### Signal wires on met1

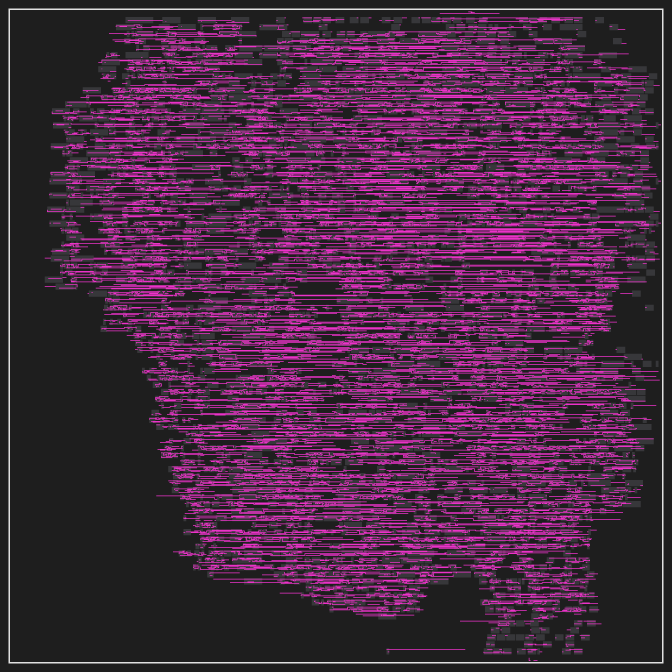
### Signal wires on met4

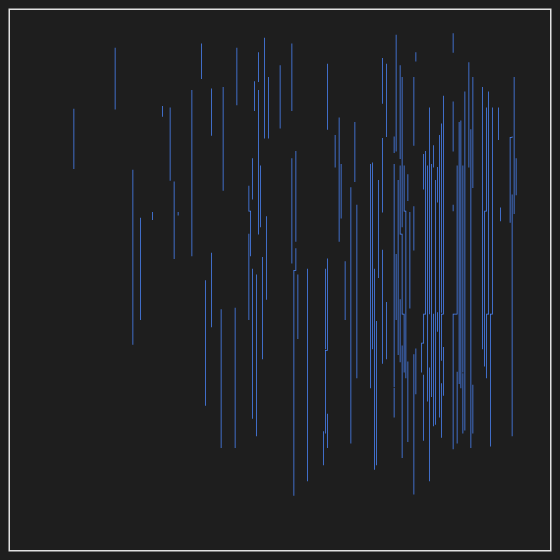
### Signal wires on met3

Bar = 100 um.
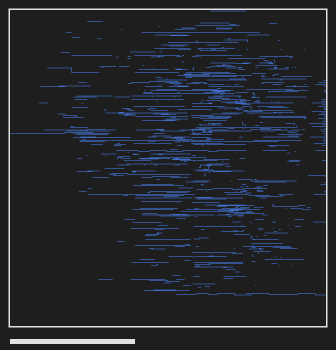
### Signal wires on met2

Bar = 100 um.
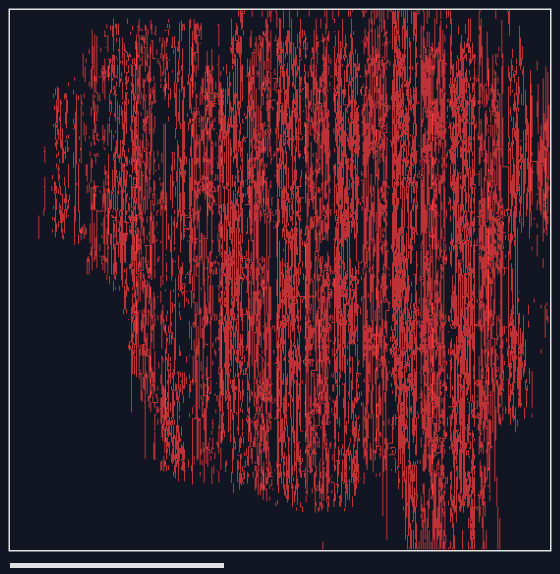
==> config.mk <==
export PLATFORM = sky130hd
export DESIGN_NAME = muldiv_unit
export DESIGN_NICKNAME = d
export VERILOG_FILES = /design/src/rtl/muldiv_unit.sv
export SDC_FILE = /design/constraint.sdc
export NUM_CORES = 1
export LEC_CHECK = 0
export ABC_CLOCK_PERIOD_IN_PS = 4800
export CORE_UTILIZATION = 35
export CTS_CLUSTER_SIZE = 30
export DETAILED_ROUTE_END_ITERATION = 10
export GPL_TIMING_DRIVEN = 0
export PLACE_DENSITY = 0.61
export SLEW_MARGIN = 10
export SYNTH_ARGS = -nofsm -noshare
export SYNTH_HDL_FRONTEND = slang
export SYNTH_SLANG_ARGS = --single-unit
==> constraint.sdc <==
create_clock -name clock -period 4.8 [get_ports clock]
set_clock_uncertainty 0.2 [all_clocks]
set_input_delay 0.48 -clock clock [delete_from_list [all_inputs] [get_ports clock]]
set_output_delay 0.48 -clock clock [all_outputs]
set_load 0.05 [all_outputs]
==> src/rtl/muldiv_unit.sv <==
// Iterative MIPS multiply/divide unit: shift-add multiply and restoring divide at one bit per
// cycle, plus direct mthi/mtlo writes into the HI/LO registers.
module muldiv_unit #(
    parameter int unsigned WIDTH = 32
) (
    input  logic             clock,
    input  logic             reset,
    input  logic             start,
    input  logic [2:0]       op,
    input  logic [WIDTH-1:0] operand_a,
    input  logic [WIDTH-1:0] operand_b,
    output logic             busy,
    output logic             done,
    output logic [WIDTH-1:0] hi,
    output logic [WIDTH-1:0] lo,
    output logic             div_by_zero
);

    localparam int unsigned CntW = $clog2(WIDTH);

    localparam logic [2:0] OpMultu = 3'b000;
    localparam logic [2:0] OpMult  = 3'b001;
    localparam logic [2:0] OpDivu  = 3'b010;
    localparam logic [2:0] OpDiv   = 3'b011;
    localparam logic [2:0] OpMthi  = 3'b100;
    localparam logic [2:0] OpMtlo  = 3'b101;

    typedef enum logic [1:0] {StIdle, StCalc, StFix} state_e;

    state_e             state_q, state_d;
    logic [CntW-1:0]    cnt_q, cnt_d;
    logic               is_div_q, is_div_d;
    logic               neg_res_q, neg_res_d;
    logic               neg_rem_q, neg_rem_d;
    logic               zero_div_q, zero_div_d;
    logic [WIDTH-1:0]   a_raw_q, a_raw_d;
    // Multiply: shift_q = multiplicand, work_q = multiplier, acc_q = product.
    // Divide:   shift_q = divisor, work_q = dividend/quotient, acc_q[WIDTH-1:0] = remainder.
    logic [2*WIDTH-1:0] shift_q, shift_d;
    logic [WIDTH-1:0]   work_q, work_d;
    logic [2*WIDTH-1:0] acc_q, acc_d;
    logic [WIDTH-1:0]   hi_q, hi_d;
    logic [WIDTH-1:0]   lo_q, lo_d;
    logic               done_q, done_d;
    logic               dbz_q, dbz_d;

    logic               op_signed;
    logic [WIDTH-1:0]   mag_a, mag_b;
    logic [WIDTH:0]     rem_sh;

    assign op_signed = op[0];
    assign mag_a     = (op_signed && operand_a[WIDTH-1]) ? -operand_a : operand_a;
    assign mag_b     = (op_signed && operand_b[WIDTH-1]) ? -operand_b : operand_b;
    assign rem_sh    = {acc_q[WIDTH-1:0], work_q[WIDTH-1]};

    always_comb begin
        state_d    = state_q;
        cnt_d      = cnt_q;
        is_div_d   = is_div_q;
        neg_res_d  = neg_res_q;
        neg_rem_d  = neg_rem_q;
        zero_div_d = zero_div_q;
        a_raw_d    = a_raw_q;
        shift_d    = shift_q;
        work_d     = work_q;
        acc_d      = acc_q;
        hi_d       = hi_q;
        lo_d       = lo_q;
        done_d     = 1'b0;
        dbz_d      = dbz_q;

        unique case (state_q)
            StIdle: begin
                if (start) begin
                    case (op)
                        OpMultu, OpMult, OpDivu, OpDiv: begin
                            is_div_d   = op[1];
                            neg_res_d  = op_signed && (operand_a[WIDTH-1] ^ operand_b[WIDTH-1]);
                            neg_rem_d  = op_signed && operand_a[WIDTH-1];
                            zero_div_d = (operand_b == '0);
                            a_raw_d    = operand_a;
                            acc_d      = '0;
                            cnt_d      = CntW'(WIDTH - 1);
                            dbz_d      = 1'b0;
                            state_d    = StCalc;
                            if (op[1]) begin
                                shift_d = {{WIDTH{1'b0}}, mag_b};
                                work_d  = mag_a;
                            end else begin
                                shift_d = {{WIDTH{1'b0}}, mag_a};
                                work_d  = mag_b;
                            end
                        end
                        OpMthi: begin
                            hi_d   = operand_a;
                            done_d = 1'b1;
                            dbz_d  = 1'b0;
                        end
                        OpMtlo: begin
                            lo_d   = operand_a;
                            done_d = 1'b1;
                            dbz_d  = 1'b0;
                        end
                        default: ;
                    endcase
                end
            end
            StCalc: begin
                if (is_div_q) begin
                    // Restoring step: bring down the next dividend bit, subtract if it fits.
                    if (rem_sh >= {1'b0, shift_q[WIDTH-1:0]}) begin
                        acc_d  = {{WIDTH{1'b0}}, WIDTH'(rem_sh - {1'b0, shift_q[WIDTH-1:0]})};
                        work_d = {work_q[WIDTH-2:0], 1'b1};
                    end else begin
                        acc_d  = {{WIDTH{1'b0}}, rem_sh[WIDTH-1:0]};
                        work_d = {work_q[WIDTH-2:0], 1'b0};
                    end
                end else begin
                    if (work_q[0]) begin
                        acc_d = acc_q + shift_q;
                    end
                    shift_d = shift_q << 1;
                    work_d  = work_q >> 1;
                end
                if (cnt_q == '0) begin
                    state_d = StFix;
                end else begin
                    cnt_d = cnt_q - 1'b1;
                end
            end
            StFix: begin
                if (!is_div_q) begin
                    {hi_d, lo_d} = neg_res_q ? -acc_q : acc_q;
                end else if (zero_div_q) begin
                    hi_d  = a_raw_q;
                    lo_d  = '1;
                    dbz_d = 1'b1;
                end else begin
                    // Most-negative / -1 wraps naturally through the two's-complement negate.
                    lo_d = neg_res_q ? -work_q : work_q;
                    hi_d = neg_rem_q ? -acc_q[WIDTH-1:0] : acc_q[WIDTH-1:0];
                end
                done_d  = 1'b1;
                state_d = StIdle;
            end
            default: state_d = StIdle;
        endcase
    end

    always_ff @(posedge clock) begin
        if (reset) begin
            state_q    <= StIdle;
            cnt_q      <= '0;
            is_div_q   <= 1'b0;
            neg_res_q  <= 1'b0;
            neg_rem_q  <= 1'b0;
            zero_div_q <= 1'b0;
            a_raw_q    <= '0;
            shift_q    <= '0;
            work_q     <= '0;
            acc_q      <= '0;
            hi_q       <= '0;
            lo_q       <= '0;
            done_q     <= 1'b0;
            dbz_q      <= 1'b0;
        end else begin
            state_q    <= state_d;
            cnt_q      <= cnt_d;
            is_div_q   <= is_div_d;
            neg_res_q  <= neg_res_d;
            neg_rem_q  <= neg_rem_d;
            zero_div_q <= zero_div_d;
            a_raw_q    <= a_raw_d;
            shift_q    <= shift_d;
            work_q     <= work_d;
            acc_q      <= acc_d;
            hi_q       <= hi_d;
            lo_q       <= lo_d;
            done_q     <= done_d;
            dbz_q      <= dbz_d;
        end
    end

    assign busy        = (state_q != StIdle);
    assign done        = done_q;
    assign hi          = hi_q;
    assign lo          = lo_q;
    assign div_by_zero = dbz_q;

endmodule

==> results.txt <==
Numbers from the implementation run.

The flow ran to the end, and the final reports show no timing, DRC or antenna violations. In the synthesized netlist, the cells that appear most often are sky130_fd_sc_hd__nand2_1 (365), sky130_fd_sc_hd__dfxtp_1 (269), sky130_fd_sc_hd__a21oi_1 (262). The post-synthesis register bit count is 269. Entering global routing, the biggest net connects 13 pins. The power per standard cell area is 278 nW/um2. The worst slack on hold paths is 0.0697 ns. The endpoint identified for the worst register-to-register timing path is acc_q[30]$_SDFFE_PP0P_. The clock passes through at most 3 buffers. Per the placement log, port buffering inserted 122 buffers. Setup repair after global routing left no endpoint under its margin. The pin closest to its max-slew limit shows a slew of 1.23 ns. The CTS sink count is 269. The worst VDD IR drop from the latest analysis is 206 uV.

In this run the critical path is formed by clkdlybuf4s50_1 -> nor2b_1 -> o21ai_1 -> a21o_1 -> clkbuf_1 -> nor3b_1 -> clkbuf_1 -> nor2b_1 -> clkbuf_1 -> clkbuf_1 -> a22oi_1 -> o21ai_0. Counting the warning lines in the Yosys log gives 0. The ratio of final minimum period to clock period is 0.966. The initial core utilization is 0.355.

The setup slack of the most critical reg-to-reg path is 0.27 ns. For this sky-water flow run, the detailed-routed wirelength per cell is reported as 25.0 um. The worst stage delay on the critical path is 0.73 ns. The total nets after synthesis is 3,123. The number of optimization iterations in the first detailed-route pass is 6.

The most critical setup path has its endpoint at acc_q[25]$_SDFFE_PP0P_. Pin placement for this block handled 137 I/O pins.
-- 'Signal wires on met1' (at the start) --
- longest straight run: 61.6 um
- wire length on this layer: 41.1 mm
- share of all routed wire: 41%

-- 'Signal wires on met4' (at the start) --
- main direction: vertical
- wire length on this layer: 6,540 um
- share of all routed wire: 6.6%
- nets with wire on the layer: 93

-- 'Signal wires on met3' (at the start) --
- longest straight run: 94.3 um
- wire length on this layer: 7,970 um
- share of all routed wire: 8.0%
grt met3 use: 0.0438
vias after detailed routing: 23,500
final WL: 99.4 mm

-- 'Signal wires on met2' (at the start) --
- share of all routed wire: 44%
- nets with wire on the layer: 2,638
- wire length on this layer: 43.8 mm
- main direction: vertical
- longest straight run: 113 um

cell type report:
class | count | area share
clock buffers | 46 | 0.0368
plain buffers | 237 | 0.0359
flip-flops and latches | 269 | 0.212
repair buffers | 123 | 0.0483
clock inverters | 15 | 0.00811
well taps | 837 | 0.0412
multi-input cells | 2358 | 0.605
inverters | 86 | 0.0127
diodes | 1 | 0.0000984
state kept, by name, summed over array words and instances (netlist names):
name and flops:
state_q 2, zero_div_q 1, neg_res_q 1, a_raw_q 32, neg_rem_q 1, shift_q 64
cnt_q 5, done 1, hi 32, div_by_zero 1, acc_q 64, is_div_q 1
lo 32, work_q 32
worst min path at each step:
stage                                   startpoint                       end  slack (ns)  cells after the start
after global placement    a_raw_q[25]$_SDFFE_PP0P_  a_raw_q[25]$_SDFFE_PP0P_        0.24                      2
after floorplan           a_raw_q[16]$_SDFFE_PP0P_  a_raw_q[16]$_SDFFE_PP0P_        0.23                      2
after CTS                            operand_a[11]  a_raw_q[11]$_SDFFE_PP0P_        0.06                      3
final                                operand_a[11]  a_raw_q[11]$_SDFFE_PP0P_        0.07                      3
after global routing                 operand_a[11]  a_raw_q[11]$_SDFFE_PP0P_        0.08                      3
after detailed placement  a_raw_q[30]$_SDFFE_PP0P_  a_raw_q[30]$_SDFFE_PP0P_        0.24                      2
power breakdown:
part / total, mW / internal (mW) / switching, mW
Sequential: 2.47 / 2.34 / 0.135
Combinational: 1.88 / 0.621 / 1.26
Clock: 2.73 / 1.60 / 1.13
routing by layer:
layer / routed length [um] / up-vias / share of wire / GRT usage
li1: - / 11000 / - / -
met1: 41100 / 11200 / 0.41 / 0.394
met2: 43800 / 1086 / 0.44 / 0.477
met3: 7970 / 258 / 0.080 / 0.0438
met4: 6540 / 4 / 0.066 / 0.182
met5: 32 / - / 0.00032 / 0
cell families after synthesis:
kind of cell	after synthesis	synth area share
AND-OR/OR-AND	908	0.266
buffers and inverters	323	0.0562
multiplexers	159	0.0741
AND/OR/NAND/NOR	919	0.193
flip-flops	269	0.245
XOR/XNOR	269	0.107
adder cells (fa/ha/maj)	103	0.0592
critical path, delay by kind of cell:
kind                   cells  cell delay, ns
AND-OR/OR-AND              4            0.91
buffers and inverters      5            2.70
AND/OR/NAND/NOR            3            0.81
No activity file was given, so power comes from the tool's default toggle rates.
